$ cat config.mk
export PLATFORM = sky130hd
export DESIGN_NAME = prog_loader_flat
export DESIGN_NICKNAME = d
export VERILOG_FILES = /design/src/rtl/prog_loader_if.sv /design/src/rtl/prog_loader.sv /design/src/flat_wrapper.sv
export SDC_FILE = /design/constraint.sdc
export NUM_CORES = 1
export LEC_CHECK = 0
export ABC_AREA = 1
export CAP_MARGIN = 20
export CORE_MARGIN = 4
export CORE_UTILIZATION = 35
export CTS_CLUSTER_DIAMETER = 30
export DETAILED_ROUTE_END_ITERATION = 16
export GPL_ROUTABILITY_DRIVEN = 0
export PLACE_DENSITY = 0.53
export SYNTH_ARGS = -nofsm -noshare
export SYNTH_HDL_FRONTEND = slang
export SYNTH_SLANG_ARGS = --single-unit
$ cat constraint.sdc
create_clock -name clk -period 2.3 [get_ports clk]
set_input_delay 0.46 -clock clk [delete_from_list [all_inputs] [get_ports clk]]
set_output_delay 0.46 -clock clk [all_outputs]
set_load 0.05 [all_outputs]
$ cat src/rtl/prog_loader_if.sv
// Byte-stream and instruction-memory write bundle for the program loader.
//
// Handshake: in_data is consumed on a rising clock edge where in_valid=1 and
// in_ready=1. The source may raise or drop in_valid freely; while in_ready=0
// nothing is consumed. The source holds in_data steady while in_valid=1 and the
// byte has not been taken. mem_we is a single-cycle write strobe qualified by
// mem_addr/mem_wdata. There is no back-pressure on the memory side.
interface prog_loader_if;
    logic [7:0] in_data;
    logic       in_valid;
    logic       in_ready;
    logic       mem_we;
    logic [7:0] mem_addr;
    logic [7:0] mem_wdata;

    // Host side: supplies the byte stream and observes the memory writes.
    modport master (
        output in_data,
        output in_valid,
        input  in_ready,
        input  mem_we,
        input  mem_addr,
        input  mem_wdata
    );

    // Loader side: consumes the byte stream and drives the memory writes.
    modport slave (
        input  in_data,
        input  in_valid,
        output in_ready,
        output mem_we,
        output mem_addr,
        output mem_wdata
    );
endinterface

$ cat src/rtl/prog_loader.sv
// Program loader: receives a length byte, that many program bytes and a
// checksum byte. It writes the program bytes to instruction memory from
// address 0, then releases the CPU core from reset if the checksum matches.
// A zero length, a checksum mismatch or too long a silence on the stream all
// end in the error state. The CPU stays in reset in every state except RUN.
module prog_loader #(
    parameter int TIMEOUT = 255
) (
    input  logic        clk,
    input  logic        reset,
    input  logic        start,
    prog_loader_if.slave bus,
    output logic        cpu_reset,
    output logic        done,
    output logic        error,
    output logic [7:0]  loaded_len,
    output logic [2:0]  state_dbg
);

    // State encoding
    localparam logic [2:0] S_IDLE = 3'd0;
    localparam logic [2:0] S_LEN  = 3'd1;
    localparam logic [2:0] S_DATA = 3'd2;
    localparam logic [2:0] S_CSUM = 3'd3;
    localparam logic [2:0] S_RUN  = 3'd4;
    localparam logic [2:0] S_ERR  = 3'd5;

    // The silence counter trips on the edge where it would reach TIMEOUT,
    // so the compare is against TIMEOUT-1 on the pre-increment value.
    localparam logic [15:0] TMO_LAST = 16'(TIMEOUT - 1);

    logic [2:0]  state;
    logic [2:0]  state_next;
    logic [7:0]  byte_cnt;
    logic [7:0]  sum;
    logic [15:0] tmo_cnt;

    logic        loading;
    logic        xfer;
    logic        tmo_hit;
    logic [7:0]  cnt_inc;
    logic [7:0]  sum_next;

    // Handshake qualifiers and datapath helpers
    always_comb begin
        loading  = (state == S_LEN) || (state == S_DATA) || (state == S_CSUM);
        xfer     = loading && bus.in_valid;
        // A transfer on the would-be timeout edge wins over the timeout.
        tmo_hit  = loading && !bus.in_valid && (tmo_cnt == TMO_LAST);
        cnt_inc  = byte_cnt + 8'd1;
        sum_next = sum + bus.in_data;
    end

    // Next-state selection
    always_comb begin
        state_next = state;
        case (state)
            S_IDLE, S_RUN, S_ERR: begin
                if (start) begin
                    state_next = S_LEN;
                end
            end
            S_LEN: begin
                if (xfer) begin
                    state_next = (bus.in_data == 8'd0) ? S_ERR : S_DATA;
                end else if (tmo_hit) begin
                    state_next = S_ERR;
                end
            end
            S_DATA: begin
                if (xfer) begin
                    // cnt_inc cannot wrap: byte_cnt stays below loaded_len.
                    if (cnt_inc == loaded_len) begin
                        state_next = S_CSUM;
                    end
                end else if (tmo_hit) begin
                    state_next = S_ERR;
                end
            end
            S_CSUM: begin
                if (xfer) begin
                    state_next = (bus.in_data == sum) ? S_RUN : S_ERR;
                end else if (tmo_hit) begin
                    state_next = S_ERR;
                end
            end
            default: begin
                state_next = S_IDLE;
            end
        endcase
    end

    // State register
    always_ff @(posedge clk) begin
        if (reset) begin
            state <= S_IDLE;
        end else begin
            state <= state_next;
        end
    end

    // Silence counter: runs while loading, cleared by any transfer or exit
    always_ff @(posedge clk) begin
        if (reset) begin
            tmo_cnt <= 16'd0;
        end else if (loading && !xfer && !tmo_hit) begin
            tmo_cnt <= tmo_cnt + 16'd1;
        end else begin
            tmo_cnt <= 16'd0;
        end
    end

    // Length header latch
    always_ff @(posedge clk) begin
        if (reset) begin
            loaded_len <= 8'd0;
        end else if (state == S_LEN && xfer && bus.in_data != 8'd0) begin
            loaded_len <= bus.in_data;
        end
    end

    // Byte counter and running checksum
    always_ff @(posedge clk) begin
        if (reset) begin
            byte_cnt <= 8'd0;
            sum      <= 8'd0;
        end else if ((state == S_IDLE || state == S_RUN || state == S_ERR) && start) begin
            byte_cnt <= 8'd0;
            sum      <= 8'd0;
        end else if (state == S_LEN && xfer) begin
            byte_cnt <= 8'd0;
            sum      <= 8'd0;
        end else if (state == S_DATA && xfer) begin
            byte_cnt <= cnt_inc;
            sum      <= sum_next;
        end
    end

    // Instruction memory write: one-cycle strobe after each program byte
    always_ff @(posedge clk) begin
        if (reset) begin
            bus.mem_we    <= 1'b0;
            bus.mem_addr  <= 8'd0;
            bus.mem_wdata <= 8'd0;
        end else if (state == S_DATA && xfer) begin
            bus.mem_we    <= 1'b1;
            bus.mem_addr  <= byte_cnt;
            bus.mem_wdata <= bus.in_data;
        end else begin
            bus.mem_we    <= 1'b0;
        end
    end

    // Status outputs decoded from the registered state
    always_comb begin
        bus.in_ready = loading;
        done         = (state == S_RUN);
        error        = (state == S_ERR);
        cpu_reset    = (state != S_RUN);
        state_dbg    = state;
    end

endmodule
$ cat src/flat_wrapper.sv
// flat-port wrapper written by rule: the top's interface ports become plain ports
module prog_loader_flat 
#(
    parameter int TIMEOUT = 255
)
  (clk, reset, start, cpu_reset, done, error, loaded_len, state_dbg, bus_in_data, bus_in_valid, bus_in_ready, bus_mem_we, bus_mem_addr, bus_mem_wdata);
  prog_loader_if bus_i ();
  input  logic clk;
  input  logic reset;
  input  logic start;
  output logic cpu_reset;
  output logic done;
  output logic error;
  output logic [7:0] loaded_len;
  output logic [2:0] state_dbg;
  input wire logic [$bits(bus_i.in_data)-1:0] bus_in_data;
  input wire logic [$bits(bus_i.in_valid)-1:0] bus_in_valid;
  output wire logic [$bits(bus_i.in_ready)-1:0] bus_in_ready;
  output wire logic [$bits(bus_i.mem_we)-1:0] bus_mem_we;
  output wire logic [$bits(bus_i.mem_addr)-1:0] bus_mem_addr;
  output wire logic [$bits(bus_i.mem_wdata)-1:0] bus_mem_wdata;
  assign bus_i.in_data = bus_in_data;
  assign bus_i.in_valid = bus_in_valid;
  assign bus_in_ready = bus_i.in_ready;
  assign bus_mem_we = bus_i.mem_we;
  assign bus_mem_addr = bus_i.mem_addr;
  assign bus_mem_wdata = bus_i.mem_wdata;
  prog_loader #(.TIMEOUT(TIMEOUT)) u_core (.clk(clk), .reset(reset), .start(start), .bus(bus_i), .cpu_reset(cpu_reset), .done(done), .error(error), .loaded_len(loaded_len), .state_dbg(state_dbg));
endmodule
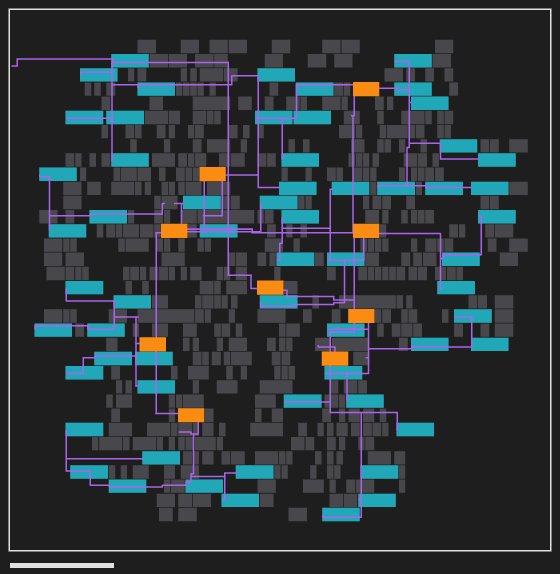
*Clock wires, drivers and flops, run 1*
Bar = 20 µm.
legend:
  clock-net drivers:
    colour: orange
    count: 9
  flip-flops:
    colour: cyan
    count: 60
  clock wires:
    colour: purple
    length: 943 µm
flops lie: spread over the die
routed clock nets: 10
clk_skew: 0.01168 ns
power share of the clock group: 39.3%

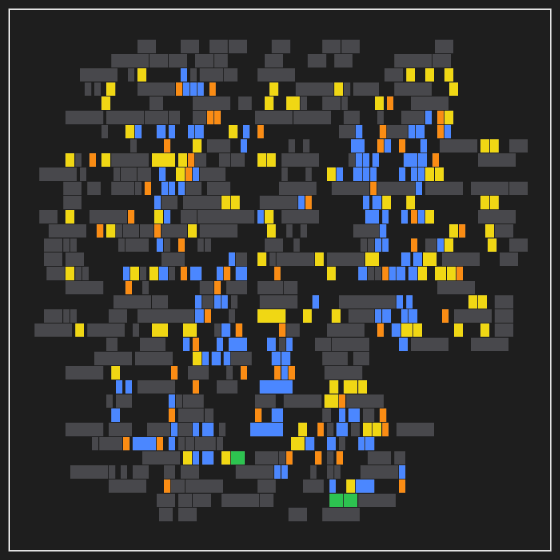
*Gate-type map, run 1*
legend:
  nand cells:
    colour: blue
    cells: 115
    most_used: nand2_1
  inv cells:
    colour: orange
    cells: 57
    most_used: inv_1
  aoi and oai cells:
    colour: yellow
    cells: 81
    most_used: o21ai_0
  non-inverting ao/oa cells:
    colour: green
    cells: 3
    most_used: o21a_1
most instantiated logic cell after routing: nand2_1
multi-input gate share of the layout cell area: 42.33%
Cell Count, Final, Fillers Out: 606

==> flow_metrics.env, run 1 <==
# physical design summary
export IMPL_status="finished, final reports clean"
export IMPL_post_synth_top_count_cell="nand2_1"
export IMPL_lay_top_cells="nand2_1, nor2_1, dfxtp_1"
export IMPL_power_total_mw=3.039
export IMPL_n_tap_cell=108
export IMPL_place_ws_ns=-0.2146
export IMPL_fmax_mhz=455.3
export IMPL_core_area_um2=8806
export IMPL_edf_count=0
export IMPL_cts_sinks=60
export IMPL_met2_usage_pct=22.76
export IMPL_first_pass_iters=4
export IMPL_nonClkBufAreaFrac_pct=13.14
export IMPL_seq_cell_share_pct=29.75
export IMPL_timing_rr_start="u_core.sum[0]"
export IMPL_hold_buffers=0
export IMPL_cp_cell_sequence="clkdlybuf4s50_1"
export IMPL_syn2layout_area_growth_pct=26.30
export IMPL_gr_total_overflow=0
export IMPL_intPower_mw=2.051
export IMPL_setup_violations=0
export IMPL_netlist_top_cells_count="nand2_1, nor2_1, dfxtp_1"
export IMPL_n_all_buffers=56
export IMPL_logic_family="simple AND/OR/NAND/NOR gates"
export IMPL_worstSetupPathType="reg -> out"
export IMPL_dieArea_um2=10730
export IMPL_min_from="u_core.sum[2]"
export IMPL_die_h_um=103.6
export IMPL_hold_path_depth=2
export IMPL_clkSlewWorstSetupHoldPaths_ns=0.08
export IMPL_hold_viol_final=0
export IMPL_h_tree_depth=3
export IMPL_grtUsageMet1_pct=19.18
export IMPL_route_met2_wl_um=3331
export IMPL_xor_share_pct=2.466
export IMPL_yosys_area_um2=3197
export IMPL_die_width_um=103.6
export IMPL_wl_met1_um=3791
export IMPL_worst_path_stages=1
export IMPL_ys_flops=60
export IMPL_rows=34
export IMPL_track_usage_pct=14.47
export IMPL_yosysUniqueCellTypes=39
export IMPL_drtIter0Drc=67
export IMPL_simple_gate_share_pct=31.70
export IMPL_worstRegToRegCells=11
export IMPL_synthTopCellsByArea="dfxtp_1, nand2_1, nor2_1"
export IMPL_pg_seq_mw=1.14
export IMPL_p_leak_nw=1.648
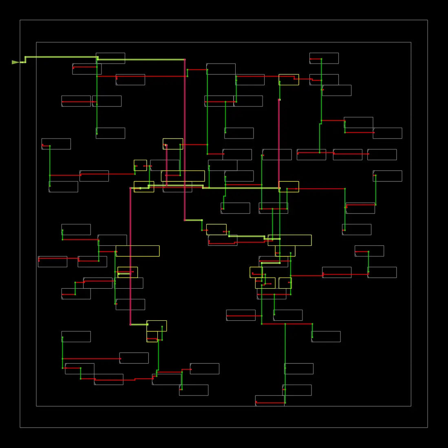
*Clock wiring as the flow saved it, run 1*
# clk buffers: 9
clk ins delay skew pair: 0.34 ns
Num CTS Buffers: 9
flop count: 60
clk pwr: 1.19 mW

### Sequential cells grouped by signal name, run 1

Other sequential cells in the stronger grey, the rest of the logic in the fainter grey.
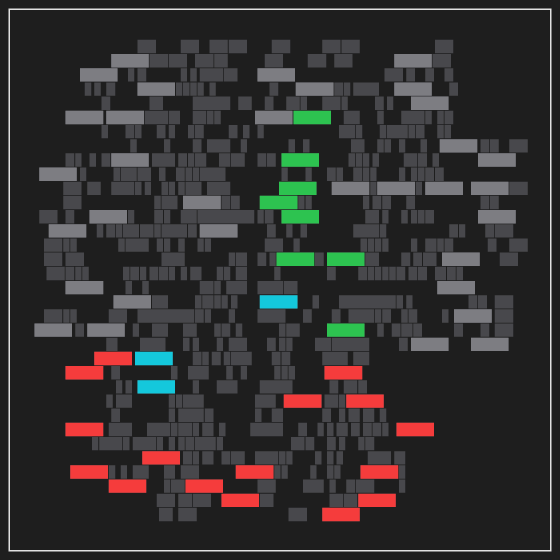

==> inputs of run 2 (changes only) <==
==> constraint.sdc (replaced) <==
create_clock -name clk -period 2.1 [get_ports clk]
set_input_delay 0.42 -clock clk [delete_from_list [all_inputs] [get_ports clk]]
set_output_delay 0.42 -clock clk [all_outputs]
set_load 0.05 [all_outputs]
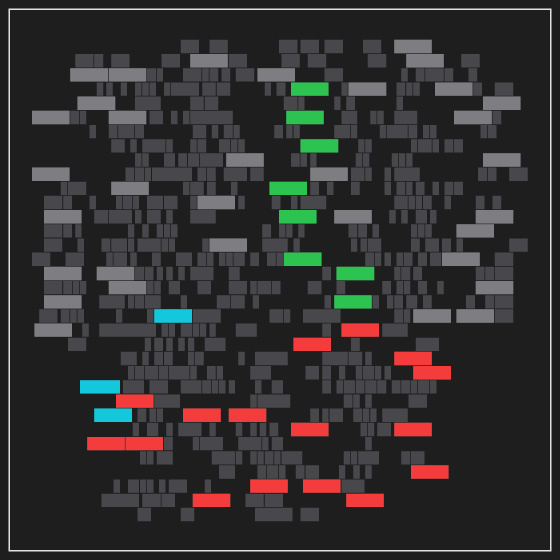
*Sequential cells grouped by signal name, run 2*
Other sequential cells in the stronger grey, the rest of the logic in the fainter grey.
legend:
  `u_core.state_dbg`:
    colour: cyan
    sequential_cells: 3
  `u_core.tmo_cnt`:
    colour: red
    sequential_cells: 16
  `u_core.loaded_len`:
    colour: green
    sequential_cells: 8

==> flow_metrics.env, run 2 <==
# physical design summary
export IMPL_worstRegToRegCells=11
export IMPL_simple_gate_share_pct=31.70
export IMPL_netlist_top_cells_count="nand2_1, nor2_1, dfxtp_1"
export IMPL_intPower_mw=2.051
export IMPL_clock_skew_ns=0.007291
export IMPL_layout_top_cell="nand2_1"
export IMPL_core_area_um2=8806
export IMPL_worstSetupPathType="reg -> out"
export IMPL_nClkBuffers=10
export IMPL_status="finished, final reports clean"
export IMPL_grtUsageMet1_pct=20.33
export IMPL_p_leak_nw=1.666
export IMPL_route_met2_wl_um=3536
export IMPL_sh_comb_area_pct=42.41
export IMPL_stdcell_count=611
export IMPL_die_width_um=103.6
export IMPL_worst_path_stages=1
export IMPL_hold_buffers=0
export IMPL_min_from="u_core.sum[2]"
export IMPL_gr_total_overflow=0
export IMPL_fmax_mhz=494.1
export IMPL_setup_violations=0
export IMPL_logic_family="simple AND/OR/NAND/NOR gates"
export IMPL_synthTopCellsByArea="dfxtp_1, nand2_1, nor2_1"
export IMPL_n_tap_cell=108
export IMPL_n_all_buffers=62
export IMPL_timing_rr_start="u_core.sum[0]"
export IMPL_grt_pass1_wl_um=13370
export IMPL_power_total_mw=3.095
export IMPL_xor_share_pct=2.466
export IMPL_flops=60
export IMPL_cts_buffers=9
export IMPL_wl_met1_um=3878
export IMPL_post_synth_top_count_cell="nand2_1"
export IMPL_nonClkBufAreaFrac_pct=14.72
export IMPL_pg_seq_mw=1.25
export IMPL_power_frac_comb_pct=26.5
export IMPL_hold_viol_final=0
export IMPL_yosys_area_um2=3197
export IMPL_pwr_share_clk_pct=33.2
export IMPL_rows=34
export IMPL_track_usage_pct=15.17
export IMPL_power_clock_mw=1.03
export IMPL_cp_endpoint="state_dbg[2]"
export IMPL_hold_path_depth=2
export IMPL_die_h_um=103.6
export IMPL_edf_count=0
export IMPL_cts_sinks=60
export IMPL_lay_top_cells="nand2_1, nor2_1, dfxtp_1"
export IMPL_met2_usage_pct=23.69
export IMPL_cp_cell_sequence="clkdlybuf4s50_1"
export IMPL_clkSlewWorstSetupHoldPaths_ns=0.07
export IMPL_syn2layout_area_growth_pct=27.08
export IMPL_ys_flops=60
export IMPL_layout_drive_gt1_share_pct=16.10
export IMPL_drtIter0Drc=123
export IMPL_clk_latency_ns=0.34
Power and IR drop assume default switching activity.
